<file path="src/rtl/i2c_target_module.sv">
// I2C target engine: oversampled SCL/SDA, START/STOP detection, masked 7-bit address match,
// write-byte reception with ACK and read-byte transmission on request.
module i2c_target_module #(
  parameter logic [6:0] DEV_ADDR  = 7'h50,
  parameter logic [6:0] ADDR_MASK = 7'h78
) (
  input  logic       clk_i,
  input  logic       rst_i,
  input  logic       scl_i,
  input  logic       sda_i,
  output logic       sda_out_en_o,
  output logic [6:0] addr_rx_o,
  output logic       busy_o,
  output logic [7:0] rx_data_o,
  output logic       rx_valid_o,
  output logic       rx_first_o,
  output logic       tx_req_o,
  input  logic [7:0] tx_data_i,
  output logic       start_det_o,
  output logic       stop_det_o
);

  typedef enum logic [2:0] {
    S_IDLE,
    S_ADDR,
    S_ADDR_ACK,
    S_RX,
    S_RX_ACK,
    S_TX,
    S_TX_ACK,
    S_WAIT_STOP
  } state_e;

  logic scl_meta_q, scl_sync_q, scl_prev_q;
  logic sda_meta_q, sda_sync_q, sda_prev_q;

  state_e     state_q, state_d;
  logic [7:0] shift_q, shift_d;
  logic [3:0] bit_cnt_q, bit_cnt_d;
  logic       sda_oe_q, sda_oe_d;
  logic [6:0] addr_rx_q, addr_rx_d;
  logic       rw_q, rw_d;
  logic       first_q, first_d;
  logic [7:0] rx_data_q, rx_data_d;
  logic       rx_valid_q, rx_valid_d;
  logic       rx_first_q, rx_first_d;
  logic       tx_req_q, tx_req_d;
  logic       start_q, start_d;
  logic       stop_q, stop_d;

  logic scl_rise, scl_fall, start_cond, stop_cond, addr_match;

  // NOTE: the synchronizer stages reset to the idle-bus level (1) so that leaving reset
  // with both lines high is not mistaken for an SDA or SCL edge.
  always_ff @(posedge clk_i or posedge rst_i) begin
    if (rst_i) begin
      scl_meta_q <= 1'b1;
      scl_sync_q <= 1'b1;
      scl_prev_q <= 1'b1;
      sda_meta_q <= 1'b1;
      sda_sync_q <= 1'b1;
      sda_prev_q <= 1'b1;
    end else begin
      scl_meta_q <= scl_i;
      scl_sync_q <= scl_meta_q;
      scl_prev_q <= scl_sync_q;
      sda_meta_q <= sda_i;
      sda_sync_q <= sda_meta_q;
      sda_prev_q <= sda_sync_q;
    end
  end

  assign scl_rise   = scl_sync_q & ~scl_prev_q;
  assign scl_fall   = ~scl_sync_q & scl_prev_q;
  // SCL must be stably high across the SDA transition to qualify as START/STOP.
  assign start_cond = scl_sync_q & scl_prev_q & sda_prev_q & ~sda_sync_q;
  assign stop_cond  = scl_sync_q & scl_prev_q & ~sda_prev_q & sda_sync_q;
  assign addr_match = ((shift_q[6:0] ^ DEV_ADDR) & ADDR_MASK) == 7'd0;

  // NOTE: every state register is reset here, including sda_oe_q, so asserting reset
  // releases SDA in the same instant without waiting for a clock edge.
  always_ff @(posedge clk_i or posedge rst_i) begin
    if (rst_i) begin
      state_q    <= S_IDLE;
      shift_q    <= 8'd0;
      bit_cnt_q  <= 4'd0;
      sda_oe_q   <= 1'b0;
      addr_rx_q  <= 7'd0;
      rw_q       <= 1'b0;
      first_q    <= 1'b0;
      rx_data_q  <= 8'd0;
      rx_valid_q <= 1'b0;
      rx_first_q <= 1'b0;
      tx_req_q   <= 1'b0;
      start_q    <= 1'b0;
      stop_q     <= 1'b0;
    end else begin
      state_q    <= state_d;
      shift_q    <= shift_d;
      bit_cnt_q  <= bit_cnt_d;
      sda_oe_q   <= sda_oe_d;
      addr_rx_q  <= addr_rx_d;
      rw_q       <= rw_d;
      first_q    <= first_d;
      rx_data_q  <= rx_data_d;
      rx_valid_q <= rx_valid_d;
      rx_first_q <= rx_first_d;
      tx_req_q   <= tx_req_d;
      start_q    <= start_d;
      stop_q     <= stop_d;
    end
  end

  // NOTE: each variable gets a default before the case so no path leaves it unassigned,
  // which would otherwise infer a latch.
  always_comb begin
    state_d    = state_q;
    shift_d    = shift_q;
    bit_cnt_d  = bit_cnt_q;
    sda_oe_d   = sda_oe_q;
    addr_rx_d  = addr_rx_q;
    rw_d       = rw_q;
    first_d    = first_q;
    rx_data_d  = rx_data_q;
    rx_valid_d = 1'b0;
    rx_first_d = 1'b0;
    tx_req_d   = 1'b0;
    start_d    = 1'b0;
    stop_d     = 1'b0;

    if (start_cond) begin
      state_d   = S_ADDR;
      shift_d   = 8'd0;
      bit_cnt_d = 4'd0;
      sda_oe_d  = 1'b0;
      first_d   = 1'b1;
      start_d   = 1'b1;
    end else if (stop_cond) begin
      state_d   = S_IDLE;
      bit_cnt_d = 4'd0;
      sda_oe_d  = 1'b0;
      stop_d    = 1'b1;
    end else begin
      case (state_q)
        S_ADDR: begin
          if (scl_rise && bit_cnt_q < 4'd8) begin
            shift_d   = {shift_q[6:0], sda_sync_q};
            bit_cnt_d = bit_cnt_q + 4'd1;
            if (bit_cnt_q == 4'd7 && !addr_match) state_d = S_WAIT_STOP;
          end else if (scl_fall && bit_cnt_q == 4'd8) begin
            sda_oe_d  = 1'b1;
            addr_rx_d = shift_q[7:1];
            rw_d      = shift_q[0];
            tx_req_d  = shift_q[0];
            state_d   = S_ADDR_ACK;
          end
        end
        S_ADDR_ACK: begin
          if (scl_fall) begin
            if (rw_q) begin
              shift_d   = tx_data_i;
              sda_oe_d  = ~tx_data_i[7];
              bit_cnt_d = 4'd1;
              state_d   = S_TX;
            end else begin
              sda_oe_d  = 1'b0;
              bit_cnt_d = 4'd0;
              state_d   = S_RX;
            end
          end
        end
        S_RX: begin
          if (scl_rise && bit_cnt_q < 4'd8) begin
            shift_d   = {shift_q[6:0], sda_sync_q};
            bit_cnt_d = bit_cnt_q + 4'd1;
            if (bit_cnt_q == 4'd7) begin
              rx_valid_d = 1'b1;
              rx_data_d  = {shift_q[6:0], sda_sync_q};
              rx_first_d = first_q;
              first_d    = 1'b0;
            end
          end else if (scl_fall && bit_cnt_q == 4'd8) begin
            sda_oe_d = 1'b1;
            state_d  = S_RX_ACK;
          end
        end
        S_RX_ACK: begin
          if (scl_fall) begin
            sda_oe_d  = 1'b0;
            bit_cnt_d = 4'd0;
            state_d   = S_RX;
          end
        end
        S_TX: begin
          // bit_cnt_q counts bits already placed on SDA; the load counted bit 7.
          if (scl_fall) begin
            if (bit_cnt_q == 4'd8) begin
              sda_oe_d = 1'b0;
              state_d  = S_TX_ACK;
            end else begin
              shift_d   = {shift_q[6:0], 1'b0};
              sda_oe_d  = ~shift_q[6];
              bit_cnt_d = bit_cnt_q + 4'd1;
            end
          end
        end
        S_TX_ACK: begin
          if (scl_rise) begin
            if (sda_sync_q) state_d = S_WAIT_STOP;
            else            tx_req_d = 1'b1;
          end else if (scl_fall) begin
            shift_d   = tx_data_i;
            sda_oe_d  = ~tx_data_i[7];
            bit_cnt_d = 4'd1;
            state_d   = S_TX;
          end
        end
        default: ;
      endcase
    end
  end

  assign sda_out_en_o = sda_oe_q;
  assign addr_rx_o    = addr_rx_q;
  assign busy_o       = state_q inside {S_ADDR_ACK, S_RX, S_RX_ACK, S_TX, S_TX_ACK};
  assign rx_data_o    = rx_data_q;
  assign rx_valid_o   = rx_valid_q;
  assign rx_first_o   = rx_first_q;
  assign tx_req_o     = tx_req_q;
  assign start_det_o  = start_q;
  assign stop_det_o   = stop_q;

endmodule
</file>
<file path="config.mk">
export PLATFORM = sky130hd
export DESIGN_NAME = i2c_target_module
export DESIGN_NICKNAME = d
export VERILOG_FILES = /design/src/rtl/i2c_target_module.sv
export SDC_FILE = /design/constraint.sdc
export NUM_CORES = 1
export LEC_CHECK = 0
export CORE_MARGIN = 2
export CORE_UTILIZATION = 53
export CTS_CLUSTER_DIAMETER = 80
export DETAILED_ROUTE_END_ITERATION = 7
export HOLD_SLACK_MARGIN = 0.12
export PLACE_DENSITY = 0.79
export SYNTH_ARGS = -nofsm -noshare
export SYNTH_HDL_FRONTEND = slang
export SYNTH_SLANG_ARGS = --single-unit
</file>
<file path="constraint.sdc">
create_clock -name clk_i -period 2.74 [get_ports clk_i]
set_input_delay 0.548 -clock clk_i [delete_from_list [all_inputs] [get_ports clk_i]]
set_output_delay 0.548 -clock clk_i [all_outputs]
set_load 0.02 [all_outputs]
</file>
run_1/power_grid.png
The bar under the picture is 20 µm long. Pins as bars on the die edge. Tap cells in grey.
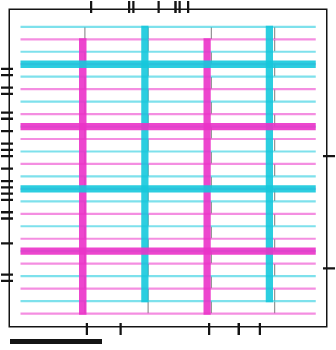
VSS: in magenta. VDD: in cyan.
24 met1 rails follow the rows. 34 signal pins sit on the boundary. 50 tap cells.

run_1/placement_by_type.png
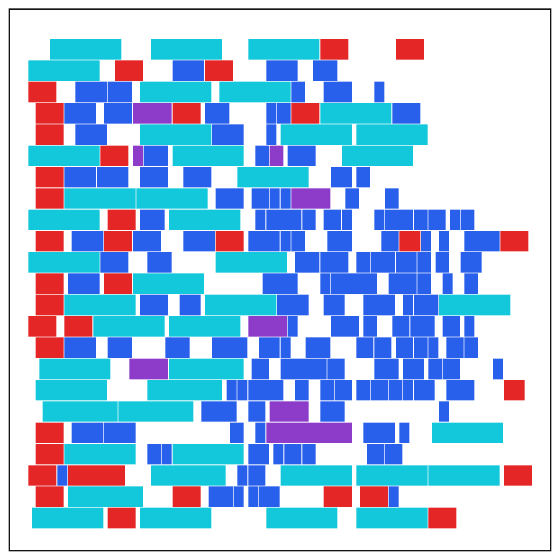
combinational and other logic: in blue, cells 147. clock drivers and dummy loads: in purple, cells 8. sequential cells: in cyan, cells 44. remaining buffers and delay cells: in red, cells 36.

run_1/clk_routes.png
The bar under the picture is 20 µm long.
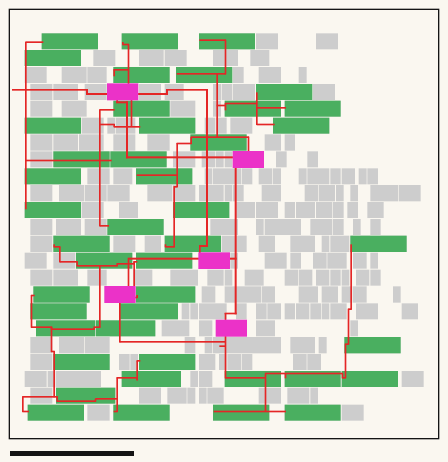
flip-flops: in green, count 44. clock drivers: in magenta, count 5. clock wires: in red, length 531 µm.
There are 6 routed clock nets.

==> run 1: cell type report <==
cell class	count	share of cell area [%]
Sequential cell	44	40.9
Multi-Input combinational cell	136	37.8
Timing Repair Buffer	36	13.5
Clock buffer	6	2.68
Tap cell	50	2.31
Inverter	11	1.52
Clock inverter	2	1.29
==> run 1: synthesized netlist by cell type (5+ instances only) <==
cell type	instances
a21oi_1	5
dfrtp_1	38
dfstp_2	6
ha_1	6
inv_1	11
mux2_1	15
mux2i_1	9
nand2_1	11
nand3_1	6
nor2_1	11
o21ai_0	8
o21ai_1	5
o2bb2ai_1	8
==> run 1: routing by layer <==
layer | track usage (%) | vias up | part of all wire [%]
met3 | 5.84 | 9 | 5.2
li1 | - | 796 | -
met2 | 38.2 | 46 | 47
met4 | 8.33 | 0 | 1.7
met1 | 31.1 | 798 | 46
met5 | 0 | - | 0
==> run 1: power by group through the flow <==
| stage | combinational, W | sequential [W] | clock, W |
|---|---|---|---|
| after floorplan | 0.000795 | 0.000841 | 0 |
| after global routing | 0.00108 | 0.000924 | 0.000523 |
| after global placement | 0.000936 | 0.000906 | 0 |
| after CTS | 0.000949 | 0.000897 | 0.000494 |
| final | 0.000941 | 0.000900 | 0.000488 |
| after detailed placement | 0.000948 | 0.000909 | 0 |
==> run 1: how the worst max path moves through the flow <==
stage / start / end / slack, ns / cells past startpoint
CTS: state_q[2] / busy_o / 0.31 / 3
global route: state_q[2] / busy_o / 0.19 / 3
floorplan: scl_prev_q / addr_rx_o[0] / 0.75 / 6
detailed placement: scl_sync_q / rx_data_o[1] / 0.44 / 5
global placement: scl_prev_q / addr_rx_o[2] / 0.50 / 6
finish: state_q[2] / busy_o / 0.29 / 3
==> run 1: cells by family (layout without fill, tap and decap cells) <==
family / count (synthesis) / count (layout) / share of synthesized area (%)
adders and majority gates: 6 / 6 / 3.36
muxes: 24 / 24 / 11.6
buffers and inverters: 20 / 55 / 4.70
xor gates and xnor gates: 1 / 1 / 0.392
and+or+nand+nor: 62 / 62 / 16.1
AOI/OAI and AO/OA: 43 / 43 / 14.3
DFF: 44 / 44 / 49.6
==> run 1: flip-flops by register name (all words and copies together), names as in the netlist, 3 cells and up <==
name / flops
addr_rx_o: 7
bit_cnt_q: 4
rx_data_o: 8
shift_q: 8
state_q: 3
==> run 1: metrics by stage <==
| step | util, % | instance area [µm²] | total power [W] | setup slack (ns) |
|---|---|---|---|---|
| 2_1_floorplan | - | 2240 | 0.00164 | 0.753 |
| 3_3_place_gp | 64.5 | 2600 | 0.00184 | 0.502 |
| 3_5_place_dp | 64.5 | 2600 | 0.00186 | 0.438 |
| 4_1_cts | 67.2 | 2710 | 0.00234 | 0.311 |
| 5_1_grt | 67.2 | 2710 | 0.00252 | 0.195 |
| 6_report | 67.2 | 2710 | 0.00233 | 0.295 |
==> run 1: worst reg2reg max path, delay by kind of cell, from the launching register on <==
family	cells	cell delay [ns]
adders and majority gates	1	0.27
muxes	1	0.38
DFF	1	0.57
and+or+nand+nor	3	0.99
==> GITHUB_STEP_SUMMARY, run 1 <==
## Implementation flow summary

| Metric | Value |
|---|---|
| Overflow after GRT | 0 |
| Flip-flops with a built-in enable | 0 |
| Register Area | 0.00111 mm² |
| H-tree levels | 2 |
| Slowest cell on crit path | clkdlybuf4s50_1 |
| Postcts setup bufs | 0 |
| Largest area contributor in the netlist | dfrtp_1 |
| Startpoint Class | flop |
| RSZ-0062 raised after global routing | no |
| Top-area cell share | 42.5% |
| CTS root buffer | clkbuf_8 |
| Count of cell types in the netlist | 51 |
| RR Endpoint | rx_data_o[1] |
| Relative max-transition margin | 47.2% |
| Synthesized area | 0.00224 mm² |
| Clock Sinks | 44 |
| Total CTS buffers | 5 |
| Reg2reg start | scl_sync_q |
| Hold path depth | 0 |
| Critical Path, Cell by Cell | ha_1 -> o21ai_0 -> clkdlybuf4s50_1 |
| Vias in the first global route | 1659 |
| Worst Skew | 0.00448 ns |
| Fin crit period | 2.45 ns |
| Crit path largest cell delay | 0.62 ns |
| Initial antenna violation count | 0 |
| Final TNS setup | 0 ns |
| Via density | 5.79 |
| Seq share, synth | 49.6% |
| Crit end category | output pin |
| CTS tree | done |
| Tool warning count | 29 |
| Largest net degree at the start of global routing | 24 |
| Die height | 69.0 µm |
| Die ar. | 0.00475 mm² |
| Final Hold Fails | 0 |
| Antenna viol nets, final | 0 |
| Clock share of power | 20.9% |
| Hold Buf Count CTS | 0 |
| Hold path startpoint | scl_meta_q |
| Placer congestion estimate | 0.931 |
| Horiz. Die Dim | 69.0 µm |
| Avg WL per Cell | 16.3 µm |
| PD cells | 860 mW/mm² |
| Hpwl dp | 3330 µm |
| Vias | 1649 |
| DR pass1 iterations | 4 |
| Final WL | 4640 µm |
| Post-route DRC | 0 |
| Min-Delay Endpoint | scl_sync_q |
| Worst slew pin tran | 0.788 ns |
| Yosys cell count | 200 |
| Pleak | 1.24 nW |
| Sw Ratio | 37.5% |
| Most frequent logic cell in the layout | dfrtp_1 |
| Hold Path Class | flop to flop |
| R2r setup slk | 0.42 ns |
| Fin Hold WS | 0.358 ns |
| Max Buffers Root-to-Sink | 2 |
| Required @ worst endpoint | 2.19 ns |
| First-pass GRT wire length | 8050 µm |
| Nets | 252 |
| Arrival time of the worst setup path | 1.90 ns |
| Synth Instances | 200 |
| Synth Warn # | 0 |
| Fillers | 305 |
| Finish-stage setup viols | 0 |
| Most numerous logic cells after layout | dfrtp_1 (38), clkdlybuf4s50_1 (33), mux2_1 (15), nand2_1 (11), nor2_1 (11) |
| Crit path max fanout | 14 |
| Int Power | 0.00145 W |
| Fmax achieved | 0.409 GHz |
| DRT iter0 DRCs | 175 |
| Logic area | 0.00102 mm² |
| Ant. Diodes | 0 |
| Sequential share of power | 38.6% |
| YS chip area | 0.00224 mm² |
| Mapped Nets | 218 |
| Pins Over Slew Limit | 0 |
| Share of layout cells above drive strength 1 | 9.79% |
| Reg clk slew, reported paths | 0.08 ns |
| Period utilization | 89.2% |
| Tot GR Track Use | 23.7% |
| Gate power share | 40.4% |
| Port Buffer Count | 33 |
| Synthesis-to-layout area growth | 21.1% |
| Clock Latency Late Sink | 0.30 ns |
| VDD IR-drop max | 532 µV |
| Dpl cells | 277 |
| Status | finished, final reports clean |
| Final Non-Filler Cells | 285 |
run_1/clocks.png
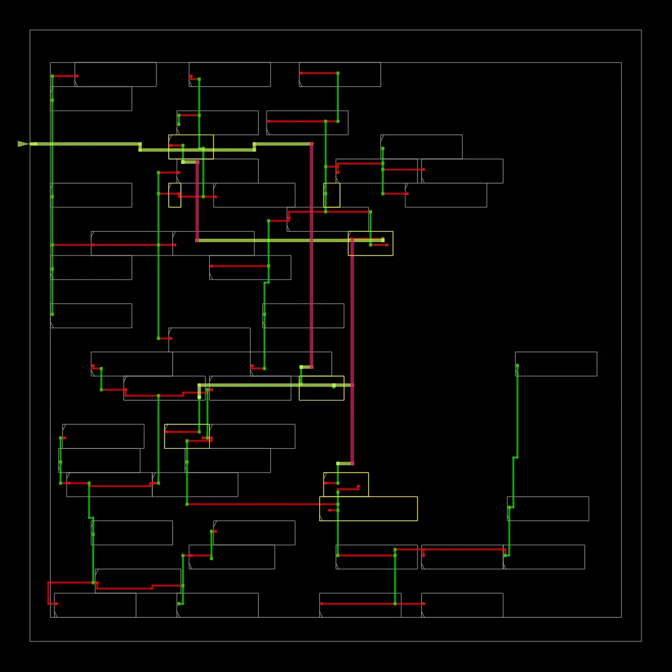

==> run 2: changes to the inputs <==
--- a/config.mk
+++ b/config.mk
@@ -11,6 +11,7 @@
 export DETAILED_ROUTE_END_ITERATION = 7
 export HOLD_SLACK_MARGIN = 0.12
 export PLACE_DENSITY = 0.79
+export SETUP_SLACK_MARGIN = 0.2
 export SYNTH_ARGS = -nofsm -noshare
 export SYNTH_HDL_FRONTEND = slang
 export SYNTH_SLANG_ARGS = --single-unit
run_2/clocks.png
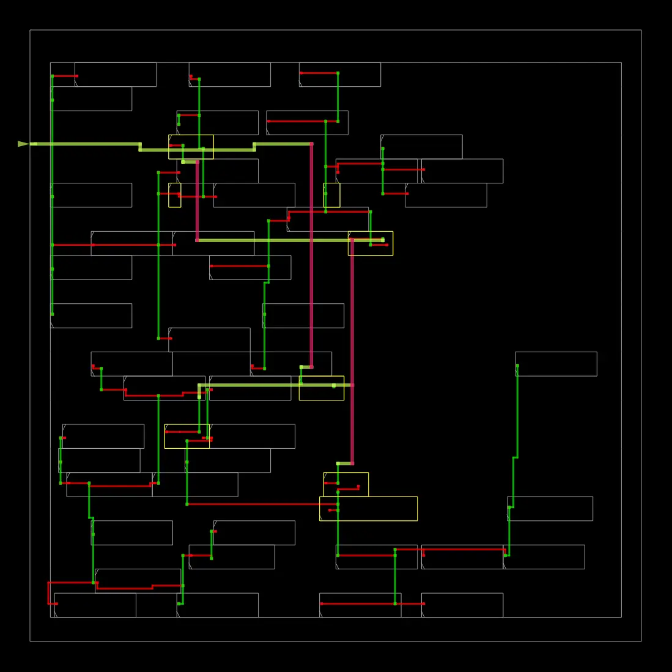
total CTS buffers: 5
FF+latch count: 44

run_2/power_grid.png
The bar under the picture is 20 µm long. Pins as bars on the die edge. Tap cells in grey.
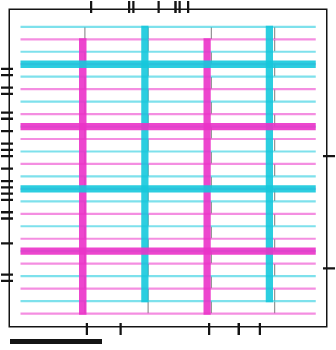
VDD: in cyan. VSS: in magenta.
The core has 23 rows. 4 straps on met5. 24 met1 rails follow the rows. 34 signal pins sit on the boundary. 50 tap cells.
VDD IR-drop max: 532 µV
core area: 0.00403 mm²
Horiz. Die Dim: 69.0 µm
die height: 69.0 µm

==> run 2 against run 1 <==
  * Routed wire length stayed put
  * Utilization hardly changed
  * Largest cell class unchanged
  * Highest routed layer unchanged
  * Critical endpoint unchanged
  * Global-route usage is the same
==> GITHUB_STEP_SUMMARY, run 2 <==
## Implementation flow summary

| Metric | Value |
|---|---|
| Most frequent logic cell in the layout | dfrtp_1 |
| Final Hold Fails | 0 (unchanged) |
| Synthesized area | 0.00224 mm² (unchanged) |
| Worst slew pin tran | 0.788 ns (+0.000264 ns) |
| RR Endpoint | rx_data_o[1] |
| Mapped Nets | 218 (unchanged) |
| Fmax achieved | 0.427 GHz (+4.4%) |
| Initial antenna violation count | 0 (unchanged) |
| Psw | 0.000874 W |
| Tool warning count | 29 (unchanged) |
| Crit path max fanout | 5 (-9) |
| Vias | 1649 (unchanged) |
| Count of cell types in the netlist | 51 (unchanged) |
| Synth flops | 44 |
| H-tree levels | 2 (unchanged) |
| # rows | 23 |
| Crit path largest cell delay | 0.62 ns (about the same) |
| Required @ worst endpoint | 2.19 ns (about the same) |
| CP bufs+invs | 2 |
| Finish-stage setup viols | 0 (unchanged) |
| Yosys top cell by instances | dfrtp_1 |
| Met1 Track Usage GR | 31.1% (unchanged) |
| Most numerous logic cells after layout | dfrtp_1 (37), clkdlybuf4s50_1 (33), mux2_1 (15), nand2_1 (11), nor2_1 (11) |
| Cell family with the largest share of critical-path delay | buffers and inverters |
| Worst Skew | 0.00448 ns (-0.00000127 ns) |
| Sw Ratio | 37.5% (about the same) |
| Nets | 252 (unchanged) |
| Post-route DRC | 0 (unchanged) |
| Pleak | 1.24 nW (-0.10%) |
| Max_cap viols | 0 |
| Int Power | 0.00146 W (+0.11%) |
| Flip-flops with a built-in enable | 0 (unchanged) |
| First-pass GRT wire length | 8050 µm (unchanged) |
| Synth Warn # | 0 (unchanged) |
| DR pass1 iterations | 4 (unchanged) |
| Reg clk slew, reported paths | 0.08 ns (about the same) |
| Worst r2r path cells | 5 |
| Critical Path, Cell by Cell | inv_1 -> ha_1 -> o21ai_0 -> clkdlybuf4s50_1 |
| Final WL | 4640 µm (unchanged) |
| Arrival time of the worst setup path | 1.79 ns (-0.11 ns) |
| Antenna viol nets, final | 0 (unchanged) |
| Crit path depth | 4 (+1) |
| Crit path from | state_q[1] |
| Final TNS setup | 0 ns (unchanged) |
| Syn Area/Cell | 11.2 µm² |
| Port Buffer Count | 33 (unchanged) |
| Hpwl dp | 3330 µm (unchanged) |
| Tot GR Track Use | 23.7% (unchanged) |
| Postcts setup bufs | 0 (unchanged) |
| Relative max-transition margin | 47.2% (about the same) |
| Gate power share | 40.4% (about the same) |
| R2r setup slk | 0.42 ns (about the same) |
| Max Buffers Root-to-Sink | 2 (unchanged) |
| Pins Over Slew Limit | 0 (unchanged) |
| Die ar. | 0.00475 mm² (unchanged) |
| CTS root buffer | clkbuf_8 |
| Clock share of power | 20.9% (about the same) |
| Overflow after GRT | 0 (unchanged) |
| Largest net degree at the start of global routing | 24 (unchanged) |
| # IOs | 34 |
| Largest area contributor in the netlist | dfrtp_1 |
| RSZ-0062 raised after global routing | no |
| Yosys cell count | 200 (unchanged) |
| Seq share, synth | 49.6% (unchanged) |
| Dominant register cell | dfrtp_1 |
| Startpoint Class | flop |
| YS chip area | 0.00224 mm² (unchanged) |
| GR peak layer | met2 |
| Critical path type | flop to output pin |
| Share of layout cells above drive strength 1 | 10.2% (+0.43 points) |
| Hold Path Class | flop to flop |
| Cell area leaders | dfrtp_1 (43%), mux2_1 (7.6%), dfstp_2 (7.1%) |
| Synthesis-to-layout area growth | 21.2% (about the same) |
| Crit end category | output pin |
| Top-area cell share | 42.5% (unchanged) |
| Synth Instances | 200 (unchanged) |
| Slowest cell on crit path | clkdlybuf4s50_1 |
| Ant. Diodes | 0 (unchanged) |
| Dpl cells | 277 (unchanged) |
| PD cells | 860 mW/mm² (about the same) |
| CTS tree | done |
| DRT iter0 DRCs | 175 (unchanged) |
| Final Non-Filler Cells | 285 (unchanged) |
| FFs w/ async S/R, synth | 100% |
| Avg WL per Cell | 16.3 µm (unchanged) |
| Period utilization | 85.5% (-3.7 points) |
| List of most frequent post-synthesis cells | dfrtp_1 (38), mux2_1 (15), inv_1 (11), nand2_1 (11), nor2_1 (11) |
| Fin crit period | 2.34 ns (-0.103 ns) |
| GR Layer Usage met2 | 38.2% (unchanged) |
| Clock Sinks | 44 (unchanged) |
| Via density | 5.79 (unchanged) |
| Status | finished, final reports clean |
| Met3 Track Usage GR | 5.84% (unchanged) |
| Placer congestion estimate | 0.931 (unchanged) |
| Crit path capture | busy_o |
| Vias in the first global route | 1659 (unchanged) |
| Reg2reg start | scl_sync_q |
| Sequential share of power | 38.7% (about the same) |
| Clock Latency Late Sink | 0.30 ns (about the same) |
| FP Util | 55.5% |
run_2/placement_by_type.png
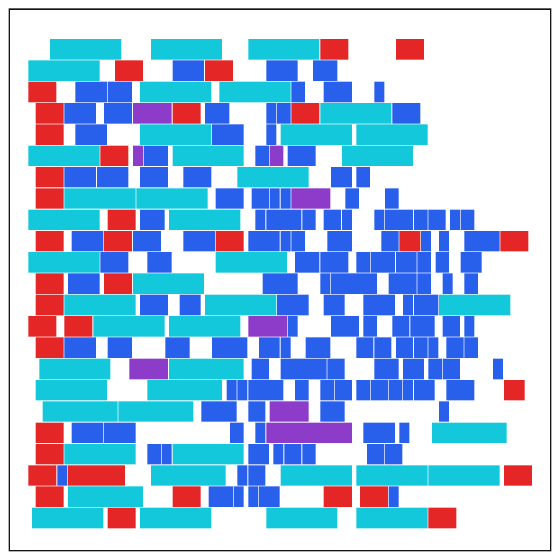
combinational and other logic: in blue, cells 147. sequential cells: in cyan, cells 44. clock drivers and dummy loads: in purple, cells 8. remaining buffers and delay cells: in red, cells 36.

==> run 2: repair_timing <==
item                       CTS  global route
hold buffers                 0             0
setup endpoints to repair    0             1
resized                      0             1
==> run 2: layout make-up <==
type,count,area [µm²]
Timing Repair Buffer,36,365
Multi-Input combinational cell,136,1020
Inverter,11,41.3
Clock buffer,6,72.6
Fill cell,307,1320
Sequential cell,44,1110
Clock inverter,2,35.0
Tap cell,50,62.6
==> run 2: worst min-delay path by stage <==
stage	from	to	slack (ns)	depth (start not counted)
finish	scl_meta_q	scl_sync_q	0.36	0
global route	scl_meta_q	scl_sync_q	0.37	0
CTS	scl_meta_q	scl_sync_q	0.36	0
detailed placement	scl_meta_q	scl_sync_q	0.35	0
global placement	sda_meta_q	sda_sync_q	0.35	0
floorplan	scl_meta_q	scl_sync_q	0.35	0
==> run 2: cells by family (layout without fill, tap and decap cells) <==
logic type                 count (synthesis)  after routing  synth area share [%]
adders and majority gates                  6              6                  3.36
xor gates and xnor gates                   1              1                 0.392
DFF                                       44             44                  49.6
AOI/OAI and AO/OA                         43             43                  14.3
muxes                                     24             24                  11.6
and+or+nand+nor                           62             62                  16.1
buffers and inverters                     20             55                  4.70
==> run 2: metrics by stage <==
stage	instance area [µm²]	setup WS (ns)	total power, W	hold WS, ns	util [%]
final	2710	0.397	0.00233	0.358	67.2
after global routing	2710	0.248	0.00253	0.366	67.2
after CTS	2710	0.311	0.00234	0.358	67.2
after detailed placement	2600	0.438	0.00186	0.347	64.5
after global placement	2600	0.502	0.00184	0.345	64.5
after floorplan	2240	0.753	0.00164	0.345	-
==> run 2: power by group through the flow <==
stage	sequential [W]	clock, W	combinational (W)
6_report	0.000901	0.000488	0.000941
3_5_place_dp	0.000909	0	0.000948
5_1_grt	0.000925	0.000523	0.00108
2_1_floorplan	0.000841	0	0.000795
4_1_cts	0.000897	0.000494	0.000949
3_3_place_gp	0.000906	0	0.000936
==> run 2: metal layers <==
metal | part of all wire (%) | up-vias | wire length, µm
met3 | 5.2 | 9 | 242
met5 | 0 | - | 0
met4 | 1.7 | 0 | 80
li1 | - | 796 | -
met2 | 47 | 46 | 2180
met1 | 46 | 798 | 2140
==> run 2: worst register-to-register path, cell delays in order (launching register included) <==
cell,delay (ns)
dfstp_2,0.57
ha_1,0.27
nand4b_1,0.16
nor3_1,0.35
and2_1,0.48
mux2_1,0.38
run_2/wires.png
The bar under the picture is 20 µm long. Only two layers are drawn.
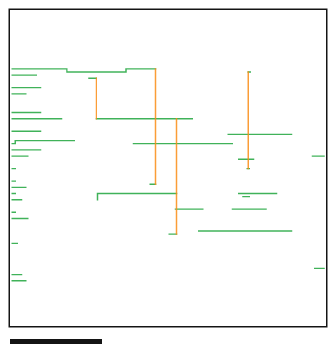

==> run 3: changes to the inputs <==
--- a/config.mk
+++ b/config.mk
@@ -5,12 +5,13 @@
 export SDC_FILE = /design/constraint.sdc
 export NUM_CORES = 1
 export LEC_CHECK = 0
+export ABC_AREA = 1
 export CORE_MARGIN = 2
-export CORE_UTILIZATION = 53
+export CORE_UTILIZATION = 55
 export CTS_CLUSTER_DIAMETER = 80
 export DETAILED_ROUTE_END_ITERATION = 7
 export HOLD_SLACK_MARGIN = 0.12
-export PLACE_DENSITY = 0.79
+export PLACE_DENSITY = 0.91
 export SETUP_SLACK_MARGIN = 0.2
 export SYNTH_ARGS = -nofsm -noshare
 export SYNTH_HDL_FRONTEND = slang
==> constraint.sdc (replaced) <==
create_clock -name clk_i -period 2.6 [get_ports clk_i]
set_input_delay 0.52 -clock clk_i [delete_from_list [all_inputs] [get_ports clk_i]]
set_output_delay 0.52 -clock clk_i [all_outputs]
set_load 0.02 [all_outputs]
run_3/wires.png
The bar under the picture is 20 µm long. Only two layers are drawn.
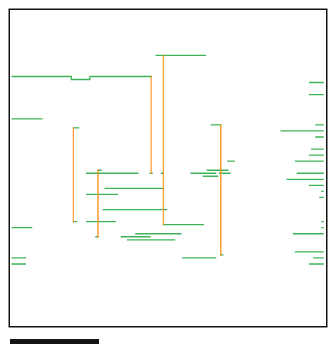
metal 4: in orange, wire length 125 µm. metal 3: in green, wire length 245 µm.

run_3/power_grid.png
The bar under the picture is 20 µm long. Pins as bars on the die edge. Tap cells in grey.
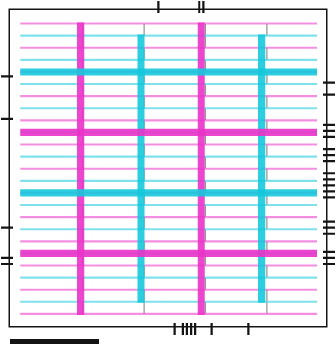
core area: 0.00435 mm²
VDD IR-drop max: 695 µV
die height: 71.0 µm
Horiz. Die Dim: 71.0 µm

run_3/clocks.png
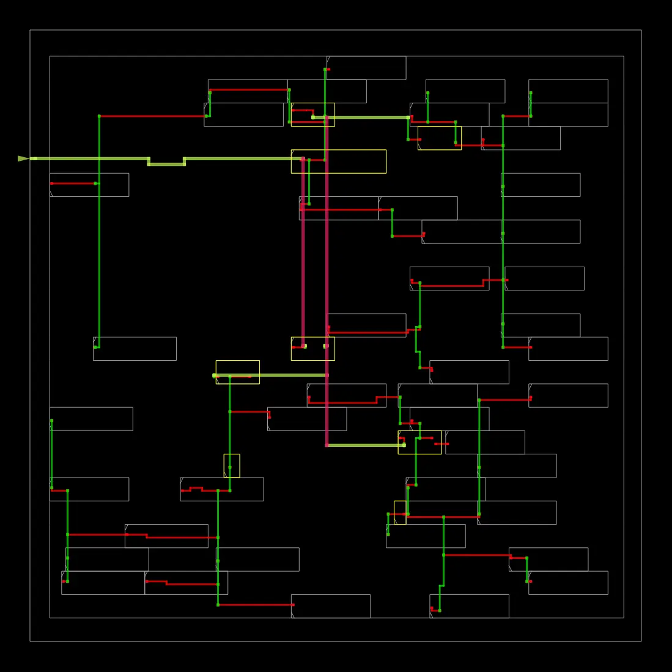
Power Clock: 0.000512 W
Clock Sinks: 44
Clock Latency Late Sink: 0.29 ns
Worst Skew: 0.00343 ns
# clk buffers: 6

==> run 3 against run 2 <==
  * Worst setup slack better by 0.14 ns
  * First-iteration DRC count increased by 18%
  * Non-clock buffer count stayed put
  * Largest power group unchanged
==> GITHUB_STEP_SUMMARY, run 3 <==
## Implementation flow summary

| Metric | Value |
|---|---|
| GR Layer Usage met2 | 38.3% (+0.097 points) |
| Gate power share | 49.9% (+9.5 points) |
| Startpoint Class | flop |
| Met1 Track Usage GR | 30.4% (-0.67 points) |
| Fmax achieved | 0.485 GHz |
| Crit path largest cell delay | 0.56 ns (-0.06 ns) |
| Final TNS setup | 0 ns (unchanged) |
| Fillers | 374 (+22%) |
| FFs w/ async S/R, synth | 100% (unchanged) |
| Max Buffers Root-to-Sink | 2 (unchanged) |
| Hold Buf Count CTS | 0 (unchanged) |
| H-tree levels | 2 (unchanged) |
| Finish-stage setup viols | 0 (unchanged) |
| Most frequent logic cell in the layout | nand2_1 |
| Count of cell types in the netlist | 31 (-39%) |
| DR pass1 iterations | 4 (unchanged) |
| Syn Area/Cell | 8.21 µm² (-27%) |
| Critical path type | flop to flop |
| Adder share | 3.04% (-0.32 points) |
| Critical Path, Cell by Cell | ha_1 -> nand3_1 -> nand3_1 -> nand2_1 -> nor2_8 -> nand3_4 -> nand2_1 -> nand2_1 |
| Share of layout cells above drive strength 1 | 17.2% (+6.9 points) |
| List of most frequent post-synthesis cells | nand2_1 (98), dfrtp_1 (38), nor2_1 (28) |
| Psw | 0.00130 W (+48%) |
| Final WL | 5360 µm (+15%) |
| DP Worst Slack | 0.525 ns (+0.0876 ns) |
| Dpl cells | 382 (+38%) |
| Int Power | 0.00156 W (+7.1%) |
| Hpwl dp | 4050 µm (+22%) |
| Slowest cell on crit path | dfstp_2 |
| Arrival time of the worst setup path | 2.25 ns (+0.46 ns) |
| Synthesis-to-layout area growth | 18.8% |
| Pleak | 1.47 nW (+19%) |
| Hold Path Class | flop to flop |
| Post-synthesis mux area share | 0% (-12 points) |
| Overflow after GRT | 0 (unchanged) |
| Fin crit period | 2.06 ns |
| Post-route DRC | 0 (unchanged) |
| Die ar. | 0.00505 mm² (+6.2%) |
| Dominant register cell | dfrtp_1 |
| Sw Ratio | 45.4% (+7.9 points) |
| Yosys simple share | 37.2% (+21 points) |
| Crit end category | flop |
| FP Util | 56.8% (+1.3 points) |
| Yosys cell count | 301 (+51%) |
| Placer congestion estimate | 0.959 (+3.0%) |
| Pins Over Slew Limit | 0 (unchanged) |
| Yosys top cell by instances | nand2_1 |
| # rows | 24 (+4.3%) |
| Mapped Nets | 319 (+46%) |
| CP bufs+invs | 0 (-2) |
| Largest area contributor in the netlist | dfrtp_1 |
| PD cells | 973 mW/mm² (+13%) |
| Final Hold Fails | 0 (unchanged) |
| Dominant comb cell | simple AND/OR/NAND/NOR gates |
| GR peak layer | met2 |
| Largest net degree at the start of global routing | 24 (unchanged) |
| # IOs | 34 (unchanged) |
| Placed cell areas | 0.00283 mm² (+8.7%) |
| Most used cell, CP | nand2_1 |
| Cell area leaders | dfrtp_1 (38%), nand2_1 (15%), dfstp_2 (6.4%) |
| RSZ-0062 raised after global routing | no |
| Vias in the first global route | 2001 (+21%) |
| Period utilization | 79.4% |
| Met3 Track Usage GR | 4.42% (-1.4 points) |
| Tool warning count | 29 (unchanged) |
| Xor/xnor share | 0.354% (-0.037 points) |
| Antenna viol nets, final | 0 (unchanged) |
| Fin Hold WS | 0.357 ns (-0.00136 ns) |
| Postcts setup bufs | 0 (unchanged) |
| Worst slew pin tran | 0.565 ns (-0.223 ns) |
| Synth Warn # | 0 (unchanged) |
| Reg clk slew, reported paths | 0.08 ns (about the same) |
| CTS root buffer | clkbuf_8 |
| Top-area cell share | 38.5% (-4.1 points) |
| Via density | 5.35 (-7.5%) |
| YS chip area | 0.00247 mm² (+11%) |
| Total CTS buffers | 5 (unchanged) |
| Tot GR Track Use | 23.3% (-0.37 points) |
| Nets | 355 (+41%) |
| Design area | 0.00294 mm² (+8.5%) |
| Relative max-transition margin | 62.3% (+15 points) |
| DRT iter0 DRCs | 206 (+18%) |
| Crit path max fanout | 11 (+6) |
| CTS tree | done |
| Synthesized area | 0.00247 mm² (+11%) |
| Flip-flops with a built-in enable | 0 (unchanged) |
| Cell family with the largest share of critical-path delay | simple AND/OR/NAND/NOR gates |
| Max_cap viols | 0 (unchanged) |
| Seq share, synth | 44.8% (-4.7 points) |
| Ao+oa area frac | 7.44% (-6.9 points) |
| Final setup margin | 0.537 ns (+0.139 ns) |
| First-pass GRT wire length | 9210 µm (+14%) |
| Status | finished, final reports clean |
| Required @ worst endpoint | 2.79 ns (+0.60 ns) |
| Port Buffer Count | 33 (unchanged) |
| Synth flops | 44 (unchanged) |
| Ant. Diodes | 0 (unchanged) |
| Initial antenna violation count | 0 (unchanged) |
| Sequential share of power | 32.2% (-6.5 points) |
| Synth Instances | 301 (+51%) |
| Most numerous logic cells after layout | nand2_1 (98), dfrtp_1 (36), clkdlybuf4s50_1 (32), nor2_1 (28), inv_1 (22) |
| Avg WL per Cell | 13.7 µm (-16%) |
| Final Non-Filler Cells | 390 (+37%) |
| Vias | 2087 (+27%) |
| Clock share of power | 17.9% (-3.0 points) |
## run 3: netlist changes by cell type in the layout (fill, tap and decap cells not counted), moves of 7 or more
cell	change
nand2_1	+87
nor2_1	+17
mux2_1	-15
nand3_1	+14
inv_1	+12
nand4_1	+10
mux2i_1	-9
nand2_2	+9
o21ai_1	+8
o2bb2ai_1	-8
o21ai_2	+7
## run 3: layout make-up
| cell class | count | area [µm²] | share of cell area [%] |
|---|---|---|---|
| clock inverters | 2 | 35.0 | 1.19 |
| multi-input cells | 222 | 1190 | 40.5 |
| clock buffers | 6 | 72.6 | 2.47 |
| inverters | 28 | 110 | 3.75 |
| flip-flops and latches | 44 | 1110 | 37.8 |
| repair buffers | 36 | 355 | 12.1 |
| well taps | 52 | 65.1 | 2.21 |
## run 3: metal layers
metal,up-vias,share of wire (%)
li1,1043,-
met1,970,44
met2,62,49
met3,12,4.6
met4,0,2.3
met5,-,0
## run 3: logic make-up after synthesis
| kind of cell | after synthesis |
|---|---|
| xor+xnor | 1 |
| fa+ha+maj | 6 |
| buf+inv | 35 |
| flops | 44 |
| simple gates | 186 |
| compound gates | 29 |
## run 3: power by group through the flow
stage	Combinational [W]	Clock, W	Sequential (W)
6_report	0.00143	0.000512	0.000920
4_1_cts	0.00142	0.000525	0.000915
5_1_grt	0.00162	0.000562	0.000936
2_1_floorplan	0.00116	0	0.000889
3_5_place_dp	0.00141	0	0.000924
3_3_place_gp	0.00139	0	0.000921
## run 3: path summary, 6_finish.rpt
kind	from	endpoint	slack, ns	cells after the start
max	scl_sync_q	shift_q[6]	0.54	8
min	scl_meta_q	scl_sync_q	0.36	0
max reg2reg	scl_sync_q	shift_q[6]	0.54	8
min reg2reg	scl_meta_q	scl_sync_q	0.36	0
max in group asynchronous	rst_i	scl_prev_q	1.69	3
min in group asynchronous	rst_i	rx_data_o[6]	0.39	2
## run 3: worst reg2reg max path, delay by kind of cell, from the launching register on
family	cells	cell delay [ns]
flops	1	0.56
fa+ha+maj	1	0.22
simple gates	7	1.18
## run 3: timing repair
action / CTS / global route
hold endpoints to repair: 0 / 0
endpoints found under the setup margin: 1 / 1
gates cloned: 0 / 0
gates resized: 1 / 2
## run 3: per-stage QoR
step / util, % / power [W]
CTS: 67.4 / 0.00286
finish: 67.5 / 0.00286
detailed placement: 64.9 / 0.00234
floorplan: - / 0.00205
global route: 67.5 / 0.00311
global placement: 64.9 / 0.00231
Power figures rest on the tool's default switching activity, not on a simulated workload.
